Fig. 1: metal 2
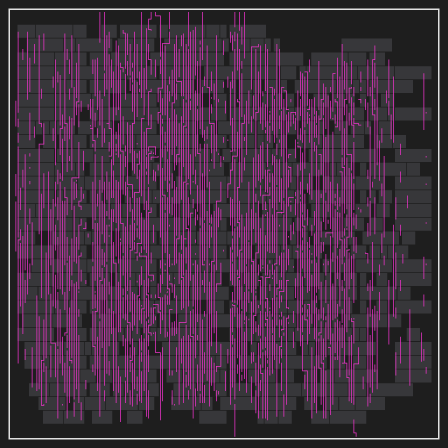
Fig. 2: local utilization
The die is cut into 8 by 8 equal tiles; white is low, dark blue is high, 0 to 100% covered.
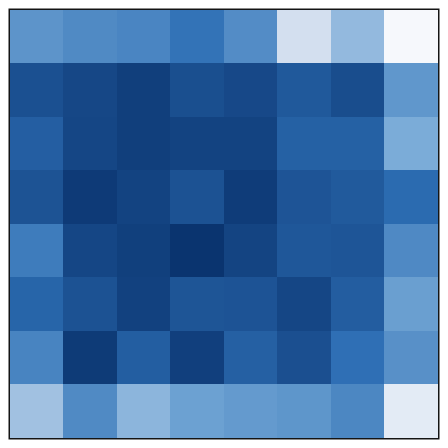
Fig. 3: register map, names as in the netlist
Other sequential cells in the stronger gray, the rest of the logic in the fainter gray.
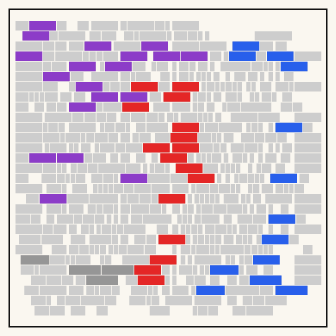
Fig. 4: the metal 1 layer
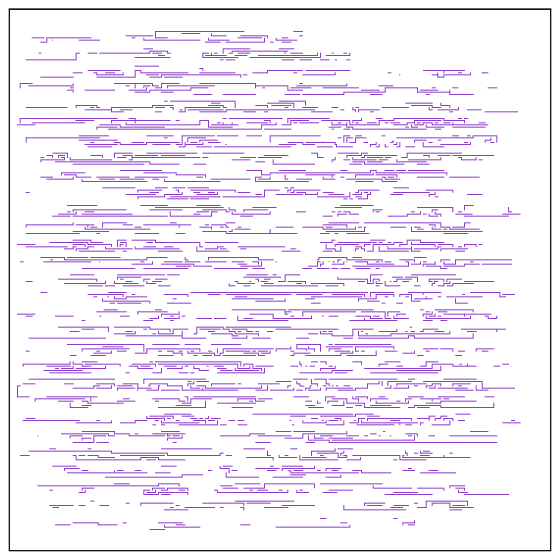
===== config.mk =====
export PLATFORM = sky130hd
export DESIGN_NAME = program_loader
export DESIGN_NICKNAME = d
export VERILOG_FILES = /design/src/rtl/program_loader_pkg.sv /design/src/rtl/program_loader.sv
export SDC_FILE = /design/constraint.sdc
export NUM_CORES = 1
export LEC_CHECK = 0
export ABC_AREA = 1
export ABC_CLOCK_PERIOD_IN_PS = 1900
export CORE_UTILIZATION = 46
export DETAILED_ROUTE_END_ITERATION = 8
export PLACE_DENSITY = 0.79
export SETUP_SLACK_MARGIN = 0.1
export SLEW_MARGIN = 20
export SYNTH_ARGS = -nofsm -noshare
export SYNTH_HDL_FRONTEND = slang
export SYNTH_SLANG_ARGS = --single-unit

===== constraint.sdc =====
create_clock -name clk -period 1.9 [get_ports clk]
set_clock_uncertainty 0.15 [all_clocks]
set_input_delay 0.38 -clock clk [delete_from_list [all_inputs] [get_ports clk]]
set_output_delay 0.38 -clock clk [all_outputs]
set_load 0.1 [all_outputs]

===== src/rtl/program_loader_pkg.sv =====
// Shared definitions for the program loader: size defaults, the word limit
// and the loader state encoding.
package program_loader_pkg;

   localparam int ADDR_W_DEF  = 12;
   localparam int INSTR_W_DEF = 19;
   localparam int MAX_WORDS   = 4096;
   localparam int LEN_W       = 16;

   localparam logic [3:0] ST_IDLE   = 4'd0;
   localparam logic [3:0] ST_LEN_LO = 4'd1;
   localparam logic [3:0] ST_LEN_HI = 4'd2;
   localparam logic [3:0] ST_B0     = 4'd3;
   localparam logic [3:0] ST_B1     = 4'd4;
   localparam logic [3:0] ST_B2     = 4'd5;
   localparam logic [3:0] ST_WRITE  = 4'd6;
   localparam logic [3:0] ST_DONE   = 4'd7;
   localparam logic [3:0] ST_ERR    = 4'd8;

   function automatic logic accepts_byte(input logic [3:0] s);
      return s inside {ST_LEN_LO, ST_LEN_HI, ST_B0, ST_B1, ST_B2};
   endfunction

   function automatic logic is_loading(input logic [3:0] s);
      return s inside {ST_LEN_LO, ST_LEN_HI, ST_B0, ST_B1, ST_B2, ST_WRITE};
   endfunction

endpackage


===== src/rtl/program_loader.sv =====
// Byte-stream program loader: a 16-bit word count followed by 3-byte
// little-endian instructions, written one per WRITE cycle into instruction memory.
//
// state  | meaning
// IDLE   | after reset, waiting for start
// LEN_LO | capture word count bits [7:0]
// LEN_HI | capture word count bits [15:8], range-check the count
// B0     | capture instruction bits [7:0]
// B1     | capture instruction bits [15:8]
// B2     | capture instruction bits [18:16], upper byte bits must be zero
// WRITE  | one-cycle memory write of the assembled word
// DONE   | load complete, processor allowed to run
// ERR    | format error, processor held off until next start
module program_loader
   import program_loader_pkg::*;
#(
   parameter int ADDR_W  = ADDR_W_DEF,
   parameter int INSTR_W = INSTR_W_DEF
) (
   input  logic               clk,
   input  logic               rst,
   input  logic               start,
   input  logic               in_valid,
   input  logic [7:0]         in_data,
   output logic               in_ready,
   output logic               imem_we,
   output logic [ADDR_W-1:0]  imem_addr,
   output logic [INSTR_W-1:0] imem_wdata,
   output logic               busy,
   output logic               done,
   output logic               error,
   output logic               cpu_run
);

   localparam int IDX_W = ADDR_W + 1;

   logic [3:0]         state;
   logic [3:0]         state_nxt;
   logic [LEN_W-1:0]   len;
   logic [IDX_W-1:0]   index;
   logic [INSTR_W-1:0] word;

   logic             xfer;
   logic [LEN_W-1:0] len_full;
   logic             len_too_big;
   logic             last_word;
   logic             hi_bits_bad;

   // in_ready is a pure state decode, so it never depends on in_valid
   assign in_ready    = accepts_byte(state);
   assign xfer        = in_valid & in_ready;
   assign len_full    = {in_data, len[7:0]};
   assign len_too_big = len_full > LEN_W'(MAX_WORDS);
   assign last_word   = (LEN_W'(index) + LEN_W'(1)) == len;
   assign hi_bits_bad = |in_data[7:INSTR_W-16];

   always_comb begin
      state_nxt = state;
      case (state)
         ST_IDLE, ST_DONE, ST_ERR: begin
            if (start) state_nxt = ST_LEN_LO;
         end
         ST_LEN_LO: begin
            if (xfer) state_nxt = ST_LEN_HI;
         end
         ST_LEN_HI: begin
            if (xfer) begin
               if (len_full == '0)
                  state_nxt = ST_DONE;
               else if (len_too_big)
                  state_nxt = ST_ERR;
               else
                  state_nxt = ST_B0;
            end
         end
         ST_B0: begin
            if (xfer) state_nxt = ST_B1;
         end
         ST_B1: begin
            if (xfer) state_nxt = ST_B2;
         end
         ST_B2: begin
            if (xfer) state_nxt = hi_bits_bad ? ST_ERR : ST_WRITE;
         end
         ST_WRITE: begin
            state_nxt = last_word ? ST_DONE : ST_B0;
         end
         default: state_nxt = ST_IDLE;
      endcase
   end

   always_ff @(posedge clk) begin
      if (rst) begin
         state <= ST_IDLE;
         len   <= '0;
         index <= '0;
         word  <= '0;
      end else begin
         state <= state_nxt;
         case (state)
            ST_IDLE, ST_DONE, ST_ERR: begin
               if (start) begin
                  len   <= '0;
                  index <= '0;
                  word  <= '0;
               end
            end
            ST_LEN_LO: if (xfer) len[7:0]  <= in_data;
            ST_LEN_HI: if (xfer) len[15:8] <= in_data;
            ST_B0:     if (xfer) word[7:0]  <= in_data;
            ST_B1:     if (xfer) word[15:8] <= in_data;
            ST_B2:     if (xfer) word[INSTR_W-1:16] <= in_data[INSTR_W-17:0];
            ST_WRITE: begin
               // index stops on the last word so a 4096-word load ends at 4095
               if (!last_word) index <= index + IDX_W'(1);
            end
            default: ;
         endcase
      end
   end

   assign imem_we    = (state == ST_WRITE);
   assign imem_addr  = index[ADDR_W-1:0];
   assign imem_wdata = word;
   assign busy       = is_loading(state);
   assign done       = (state == ST_DONE);
   assign error      = (state == ST_ERR);
   assign cpu_run    = (state == ST_DONE);

endmodule


==> results.toml <==
# physical design summary
[run_status]
outcome = "finished with violations"
violations = "DRC, setup timing"

[worst_hold_path]
min-delay-start = "len[15]$_SDFFE_PP0P_"
worstHoldEndpoint = "len[15]$_SDFFE_PP0P_"

[synthesis]
post_synth_fa_ha_maj_area_fraction = 0.00400
synth.largest_area_cell = "sky130_fd_sc_hd__dfxtp_1"
synthTopCellsByArea = "sky130_fd_sc_hd__dfxtp_1 33%, sky130_fd_sc_hd__nand2_1 14%, sky130_fd_sc_hd__a21oi_1 8.0%"
synth-warning-count = 0

[worst_setup_path]
setup.worst_path.start = "index[0]$_SDFFE_PP0P_"
cp_cell_sequence = "buf_4 -> inv_1 -> buf_4 -> nand2_1 -> nand3_1 -> nor2_2 -> nand3_1 -> nor2_1 -> nand2_1 -> nor2_2 -> nand3_4 -> buf_6 -> a21oi_4 -> nor2_1"
critPathCaptureType = "flop"
worstSetupStartpointType = "flop"
crit_reg_reg_endpoint = "index[3]$_SDFFE_PP0P_"
critical_path_peak_fanout = 7
crit_arrival_ns = 2.37

[route]
ant_nets = 0
post-route-drc-count = 8
drt_iter0_drc = 319
vias = 3924
wl_met2_mm = 6.29

[pwr]
clock_net_power_uw = 666
ir_drop_worst_vdd_mv = 1.33

[clock_tree]
reg_clk_slew_reported_paths_ns = 0.10
cts_setup_buffers = 6
clock-root-buffer = "sky130_fd_sc_hd__clkbuf_8"
tritoncts = "built"

[cells_and_area]
logic_gate_count = 338
finalNetCount = 584
final.clkbuf_count = 5
flow.area_growth_from_synthesis_pct = 73.9
layout.area.comb_sq_um = 2370
bufAreaShareNonClock = 0.299
final_cells = 649
area.share.combinational = 0.437

[timing]
worst_slew_pin_slew_ns = 0.440
setup-violations-final = 58
final_critical_path_setup_slack_ns = -0.404

[global_route]
globalRouteTotalUtil = 0.271
antenna_found_initial = 0
grt_util_met3 = 0.0472

[placed_design]
routabilityCongestion = 0.924
place.port_buffers = 48
pre_cts_slack_ns = -0.292
Back to the opening pictures, Fig. 1:
nets with wire on the layer: 529
longest straight run: 33.3 microns
wire length on this layer: 6,290 microns
main direction: vertical
share of all routed wire: 52%

Back to the opening pictures, Fig. 2:
mean over tiles: 75%
fullest tile: 99%
tiles over 75% full: 63%
emptiest ninth of the die: north-east
core utilization at floorplan: 0.484
total core area: 6460 sq um
core occupancy in the finished layout: 0.842

Back to the opening pictures, Fig. 3:
[blue] index | sequential cells: 13
[purple] imem_wdata | sequential cells: 19
[red] len | sequential cells: 16
flop share of the area: 0.196
sequential power: 1.65 mW
area taken by flip-flops and latches: 1060 sq um

Back to the opening pictures, Fig. 4:
wire length on this layer: 4,280 microns
nets with wire on the layer: 529

Power and IR drop assume default switching activity.
